`src/rtl/border_mask_2d.sv`:
```
// Border masking stage for a KSZ x KSZ 2D filter: tracks pixel/line position in the frame
// and replaces pixels within R = KSZ>>1 of any image edge with BORDER_VAL.
module border_mask_2d #(
  parameter int unsigned    DW         = 14,
  parameter int unsigned    KSZ        = 3,
  parameter int unsigned    IH         = 512,
  parameter int unsigned    IW         = 640,
  parameter logic [DW-1:0]  BORDER_VAL = '0
) (
  input  logic          clk,
  input  logic          rst_n,
  input  logic          din_valid,
  input  logic [DW-1:0] din,
  input  logic          vsync,
  output logic [DW-1:0] dout,
  output logic          dout_valid,
  output logic          vsync_out,
  output logic          border,
  output logic          line_end,
  output logic          frame_end,
  output logic          err_ovf
);

  localparam int unsigned R = KSZ >> 1;

  localparam logic [15:0] PxLo   = 16'(R);
  localparam logic [15:0] PxHi   = 16'(IW - R);
  localparam logic [15:0] PxLast = 16'(IW - 1);
  localparam logic [10:0] LnLo   = 11'(R);
  localparam logic [10:0] LnHi   = 11'(IH - R);
  localparam logic [10:0] LnLast = 11'(IH - 1);

  typedef enum logic [1:0] {StIdle, StActive, StDone} state_e;

  state_e        state_q, state_d;
  logic [15:0]   px_q, px_d;
  logic [10:0]   ln_q, ln_d;
  logic          err_q, err_d;

  logic [DW-1:0] dout_q;
  logic          dout_valid_q, vsync_out_q, border_q, line_end_q, frame_end_q;

  logic          accept, px_last, ln_last, is_border;

  always_comb begin
    accept    = din_valid && !vsync && (state_q != StDone);
    px_last   = (px_q == PxLast);
    ln_last   = (ln_q == LnLast);
    // Evaluated on the position of the pixel being accepted this cycle.
    is_border = (px_q < PxLo) || (px_q >= PxHi) || (ln_q < LnLo) || (ln_q >= LnHi);
  end

  always_comb begin
    state_d = state_q;
    px_d    = px_q;
    ln_d    = ln_q;
    err_d   = err_q;
    if (vsync) begin
      state_d = StIdle;
      px_d    = '0;
      ln_d    = '0;
      err_d   = 1'b0;
    end else if (accept) begin
      state_d = StActive;
      if (px_last) begin
        px_d = '0;
        if (ln_last) begin
          // Hold the line counter at the last line; the frame is complete.
          state_d = StDone;
        end else begin
          ln_d = ln_q + 11'd1;
        end
      end else begin
        px_d = px_q + 16'd1;
      end
    end else if (state_q == StDone && din_valid) begin
      err_d = 1'b1;
    end
  end

  always_ff @(posedge clk or negedge rst_n) begin
    if (!rst_n) begin
      state_q <= StIdle;
      px_q    <= '0;
      ln_q    <= '0;
      err_q   <= 1'b0;
    end else begin
      state_q <= state_d;
      px_q    <= px_d;
      ln_q    <= ln_d;
      err_q   <= err_d;
    end
  end

  always_ff @(posedge clk or negedge rst_n) begin
    if (!rst_n) begin
      dout_q       <= '0;
      dout_valid_q <= 1'b0;
      vsync_out_q  <= 1'b0;
      border_q     <= 1'b0;
      line_end_q   <= 1'b0;
      frame_end_q  <= 1'b0;
    end else begin
      dout_valid_q <= accept;
      vsync_out_q  <= vsync;
      border_q     <= accept && is_border;
      line_end_q   <= accept && px_last;
      frame_end_q  <= accept && px_last && ln_last;
      if (accept) begin
        dout_q <= is_border ? BORDER_VAL : din;
      end
    end
  end

  assign dout       = dout_q;
  assign dout_valid = dout_valid_q;
  assign vsync_out  = vsync_out_q;
  assign border     = border_q;
  assign line_end   = line_end_q;
  assign frame_end  = frame_end_q;
  assign err_ovf    = err_q;

endmodule

```
`config.mk`:
```
export PLATFORM = sky130hd
export DESIGN_NAME = border_mask_2d
export DESIGN_NICKNAME = d
export VERILOG_FILES = /design/src/rtl/border_mask_2d.sv
export SDC_FILE = /design/constraint.sdc
export NUM_CORES = 1
export LEC_CHECK = 0
export CAP_MARGIN = 20
export CELL_PAD_IN_SITES_DETAIL_PLACEMENT = 1
export CELL_PAD_IN_SITES_GLOBAL_PLACEMENT = 2
export CORE_MARGIN = 2
export CORE_UTILIZATION = 35
export CTS_CLUSTER_SIZE = 10
export DETAILED_ROUTE_END_ITERATION = 8
export DONT_BUFFER_PORTS = 1
export PLACE_DENSITY_LB_ADDON = 0.25
export SLEW_MARGIN = 20
export SYNTH_ARGS = -nofsm -noshare
export SYNTH_HDL_FRONTEND = slang
export SYNTH_SLANG_ARGS = --single-unit
```
`constraint.sdc`:
```
create_clock -name clk -period 3.4 [get_ports clk]
set_clock_uncertainty 0.15 [all_clocks]
set_input_delay 0.51 -clock clk [delete_from_list [all_inputs] [get_ports clk]]
set_output_delay 0.51 -clock clk [all_outputs]
set_load 0.02 [all_outputs]
```
final_congestion.png
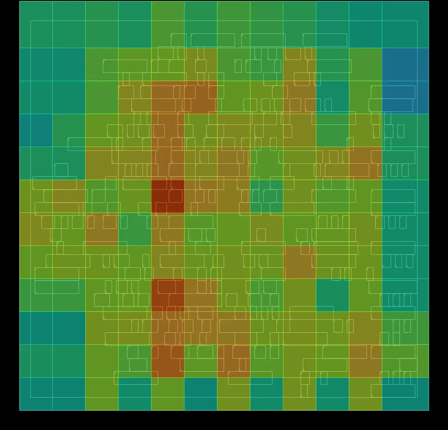
GRT busiest layer: met2
grt met3 use: 3.37%
GR Layer Usage met1: 21.9%

registers.png
Scale bar: 20 um. Other sequential cells in the stronger gray, the rest of the logic in the fainter gray.
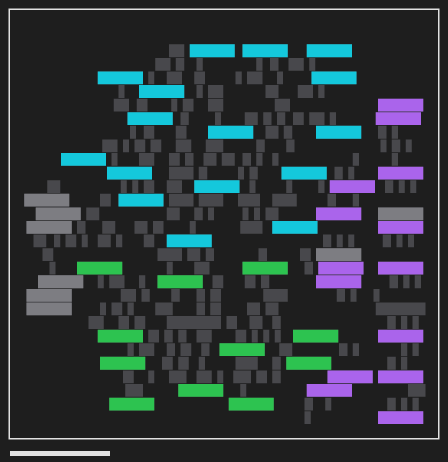
color	netlist name	flops
cyan	px_q	16
green	ln_q	11
purple	dout	14

==> metrics.csv <==
stage,metric,value,unit
logic_synthesis,synth.avg_cell_area,9.34,um^2
timing,tightest_slew,616,ps
place,dpl.hpwl,3.52,mm
critical_path,crit_top_cell,or4_1,
power,p_per_area,418,nW/um^2
logic_synthesis,synth_stat.cells,250,
clock_tree,htreeDepth,2,
run,log.warning_count,27,
logic_synthesis,async_reset_ff_share,100,%
layout,final_layout_size_suffix_gt1_share,6.37,%
clock_tree,cts_tree,built,
floorplanning,io_pins,38,
run,maxCapViolCount,0,
logic_synthesis,ys_types,30,
layout,area_delta_synth_final,9.81,%
clock_tree,cts_buffer_depth,2,
clock_tree,cts_buffers,5,
place,place.port_buffers,0,
timing,maxClockFrequency,0.352,GHz
power,p_total,1.07,mW
power,p_leak,1.07,nW
critical_path,critPathLaunchType,flip-flop,
power,ir_worst_vdd,0.000197,V
global_route,grt_max_degree,50,
timing,setup_viol,0,
critical_path,end_kind,flip-flop,
timing,holdWs,89.0,ps
floorplanning,dieHeight,85.7,um
place,dp.cells,318,
floorplanning,core.rowCount,29,
logic_synthesis,syn_nets,271,
global_route,grt_pass1_wl,9.15,mm
critical_path,cp-endpoint,ln_q[5],
floorplanning,fp_util,36.6,%
critical_path,cp_top_family,simple AND/OR/NAND/NOR gates,
floorplanning,core-area,6390,um^2
global_route,overflow,0,
timing,finalHoldViolations,0,
timing,slew_viol_final,0,
critical_path,crit_cells,5,
logic_synthesis,syn-instance-count,250,
critical_path,cp.arrival,2910,ps
critical_path,crit_required,3470,ps
logic_synthesis,ys.flops,49,
clock_tree,clkTransAtPathRegs,90,ps
routing,wirelength,5.35,mm
routing,wire_per_inst,16.3,um
timing,worst_slack,558,ps
critical_path,critical_path_class,reg2reg,
routing,antenna_left,0,
place,dp_worst_setup_slack,598,ps
layout,final_nets,271,
routing,vias_per_cell,5.52,
timing,tns,0,ps
timing,fin_crit_sh,83.6,%
global_route,grt_pass1_vias,1860,
logic_synthesis,edf_count,0,
place,dpl_cell_area,2410,um^2
critical_path,path_cells,or4_1 -> or4_1 -> or3_1 -> or4_1 -> a21oi_1,
critical_path,rr_endpoint,ln_q[5],
layout,layout.cells.non_filler,328,
timing,min_period,2840,ps
outcome,outcome,"complete, no violations",
critical_path,r2r-start,px_q[14],
clock_tree,cts_sinks,49,
clock_tree,cts_root_buf,clkbuf_8,
critical_path,r2r_cells,5,
critical_path,critPathMaxFanout,7,
routing,drt_iter0_drc,59,
critical_path,slowest_stage,or4_1,
global_route,grt_antenna_before_repair,0,
critical_path,r2r_slack,560,ps
floorplanning,dieArea,7340,um^2
critical_path,critPathMaxStageDelay,570,ps
layout,antennaDiodeCount,0,
clock_tree,clkLatencyLatePin,290,ps
critical_path,crit_start,px_q[14],
logic_synthesis,yosysWarnings,0,
logic_synthesis,postSynthSeqShare,52.5,%
place,place.gp.congestion,0.763,
logic_synthesis,ys_area,2330,um^2
logic_synthesis,syn_area,2330,um^2
worst_hold_path,whs_path_depth,0,
routing,firstDrtPassIters,4,
logic_synthesis,flop_cell,dfrtp_1,
timing,relSlewSlack,58.9,%
routing,drcViolationCount,0,
floorplanning,chipWidth,85.7,um
critical_path,path_buffers,0,
timing,rsz0062_at_grt,false,
worst_hold_path,hold_class,in2reg,
cell_classes.png
Scale bar: 20 um.
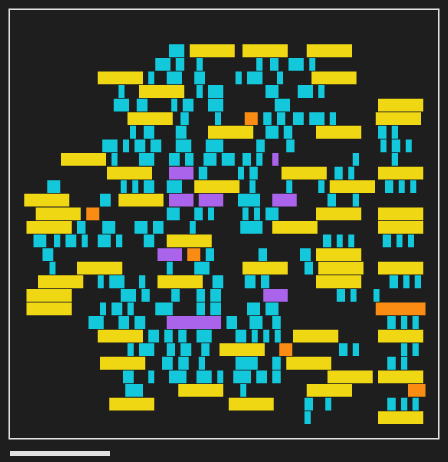
color	class	cells	share of their area
purple	clock drivers and dummy loads	8	4.7%
yellow	flops	49	50%
orange	other buffers and delay cells	6	2.7%
cyan	all other logic	188	43%
fin util: 40.1%
fin area: 2560 um^2

metal_stack.png
Scale bar: 20 um. Only two layers are drawn.
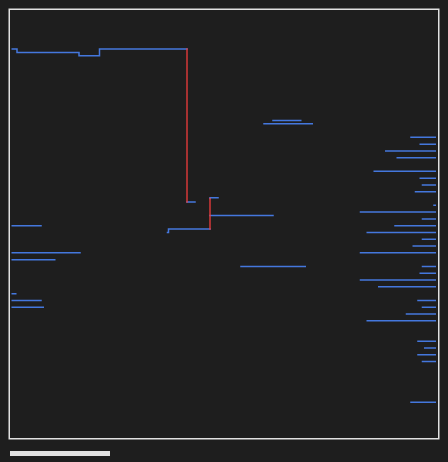
color	layer	wire length
red	met4	36.7 um
blue	met3	313 um
routed vias: 1,809
global-route usage over all layers: 15.6%

==> worst min path at each step <==
| stage | end | slack, ps | from |
|---|---|---|---|
| 2_1_floorplan | border | 60 | rst_n |
| 3_3_place_gp | dout[0] | 70 | rst_n |
| 3_5_place_dp | dout[0] | 70 | rst_n |
| 4_1_cts | vsync_out | 80 | vsync |
| 5_1_grt | vsync_out | 80 | vsync |
| 6_report | vsync_out | 90 | vsync |
==> logic make-up after synthesis <==
logic type / Yosys count / synth area share, %
adder cells (fa/ha/maj): 3 / 1.61
multiplexers: 4 / 1.71
flip-flops: 49 / 52.5
buffers and inverters: 17 / 2.84
AND/OR/NAND/NOR: 126 / 26.8
XOR/XNOR: 17 / 6.38
AND-OR/OR-AND: 34 / 8.15
==> flip-flops by register name, summed over array words and instances (netlist names) <==
register / cells
border: 1
dout_valid: 1
px_q: 16
vsync_out: 1
frame_end: 1
line_end: 1
dout: 14
err_ovf: 1
ln_q: 11
state_q: 2
==> metal layers <==
| metal | wire length (um) | track usage [%] |
|---|---|---|
| met5 | 0 | 0 |
| met4 | 36 | 3.90 |
| met3 | 312 | 3.37 |
| met2 | 2390 | 24.6 |
| met1 | 2610 | 21.9 |
==> repair_timing <==
action	CTS	global route
gates resized	0	0
hold buffers	2	0
setup buffers	0	0
hold endpoints to repair	49	0
==> synth_stat cells (4+ instances only) <==
library cell   n  share of area (%)
nor4_1        11                2.9
xnor2_1       15                5.6
clkbuf_1      11                1.8
dfrtp_1       49                 53
a21oi_1        5                1.1
nand2_1       42                6.8
or4_1          5                1.6
nand4_1        8                2.1
o21ai_0       19                4.1
mux2i_1        4                1.7
nand3_1        9                1.9
a31oi_1        4                1.1
inv_1          4               0.64
nor3_1        10                2.1
nor2_1        24                3.9
==> power by group <==
part,internal [mW],switching (mW),total [mW],leakage [nW]
sequential,0.587,0.00621,0.594,0.677
combinational,0.0162,0.0354,0.0516,0.332
clock,0.240,0.187,0.427,0.0585
==> worst reg2reg max path: stages, from the launching register on <==
cell and delay, ps:
dfrtp_1 410, or4_1 560, or4_1 570, or3_1 490, or4_1 430, a21oi_1 160
==> cells in the final DEF (no fill, tap or decap), drive strengths merged <==
cell / n
nor3: 10
or3b: 1
nor3b: 1
and4: 3
o21ai: 19
or4: 5
ha: 3
nor2: 24
nor4b: 1
or4b: 1
a31oi: 4
inv: 4
o31ai: 2
a211oi: 1
dlygate4sd3: 1
nand4: 8
or3: 3
xor2: 2
dfrtp: 49
or2: 2
nand2: 42
a21oi: 5
nand3b: 2
xnor2: 15
clkbuf: 7
nor4: 11
nand3: 9
a21o: 3
bufinv: 1
nand2b: 3
mux2i: 4
buf: 5
==> layout make-up <==
cell class	instances	area (um^2)
Clock buffer	7	86.3
Clock inverter	1	30.0
Fill cell	733	3820
Inverter	4	15.0
Multi-Input combinational cell	184	1040
Sequential cell	49	1230
Tap cell	77	96.3
Timing Repair Buffer	6	67.6
No activity file was given, so power comes from the tool's default toggle rates.
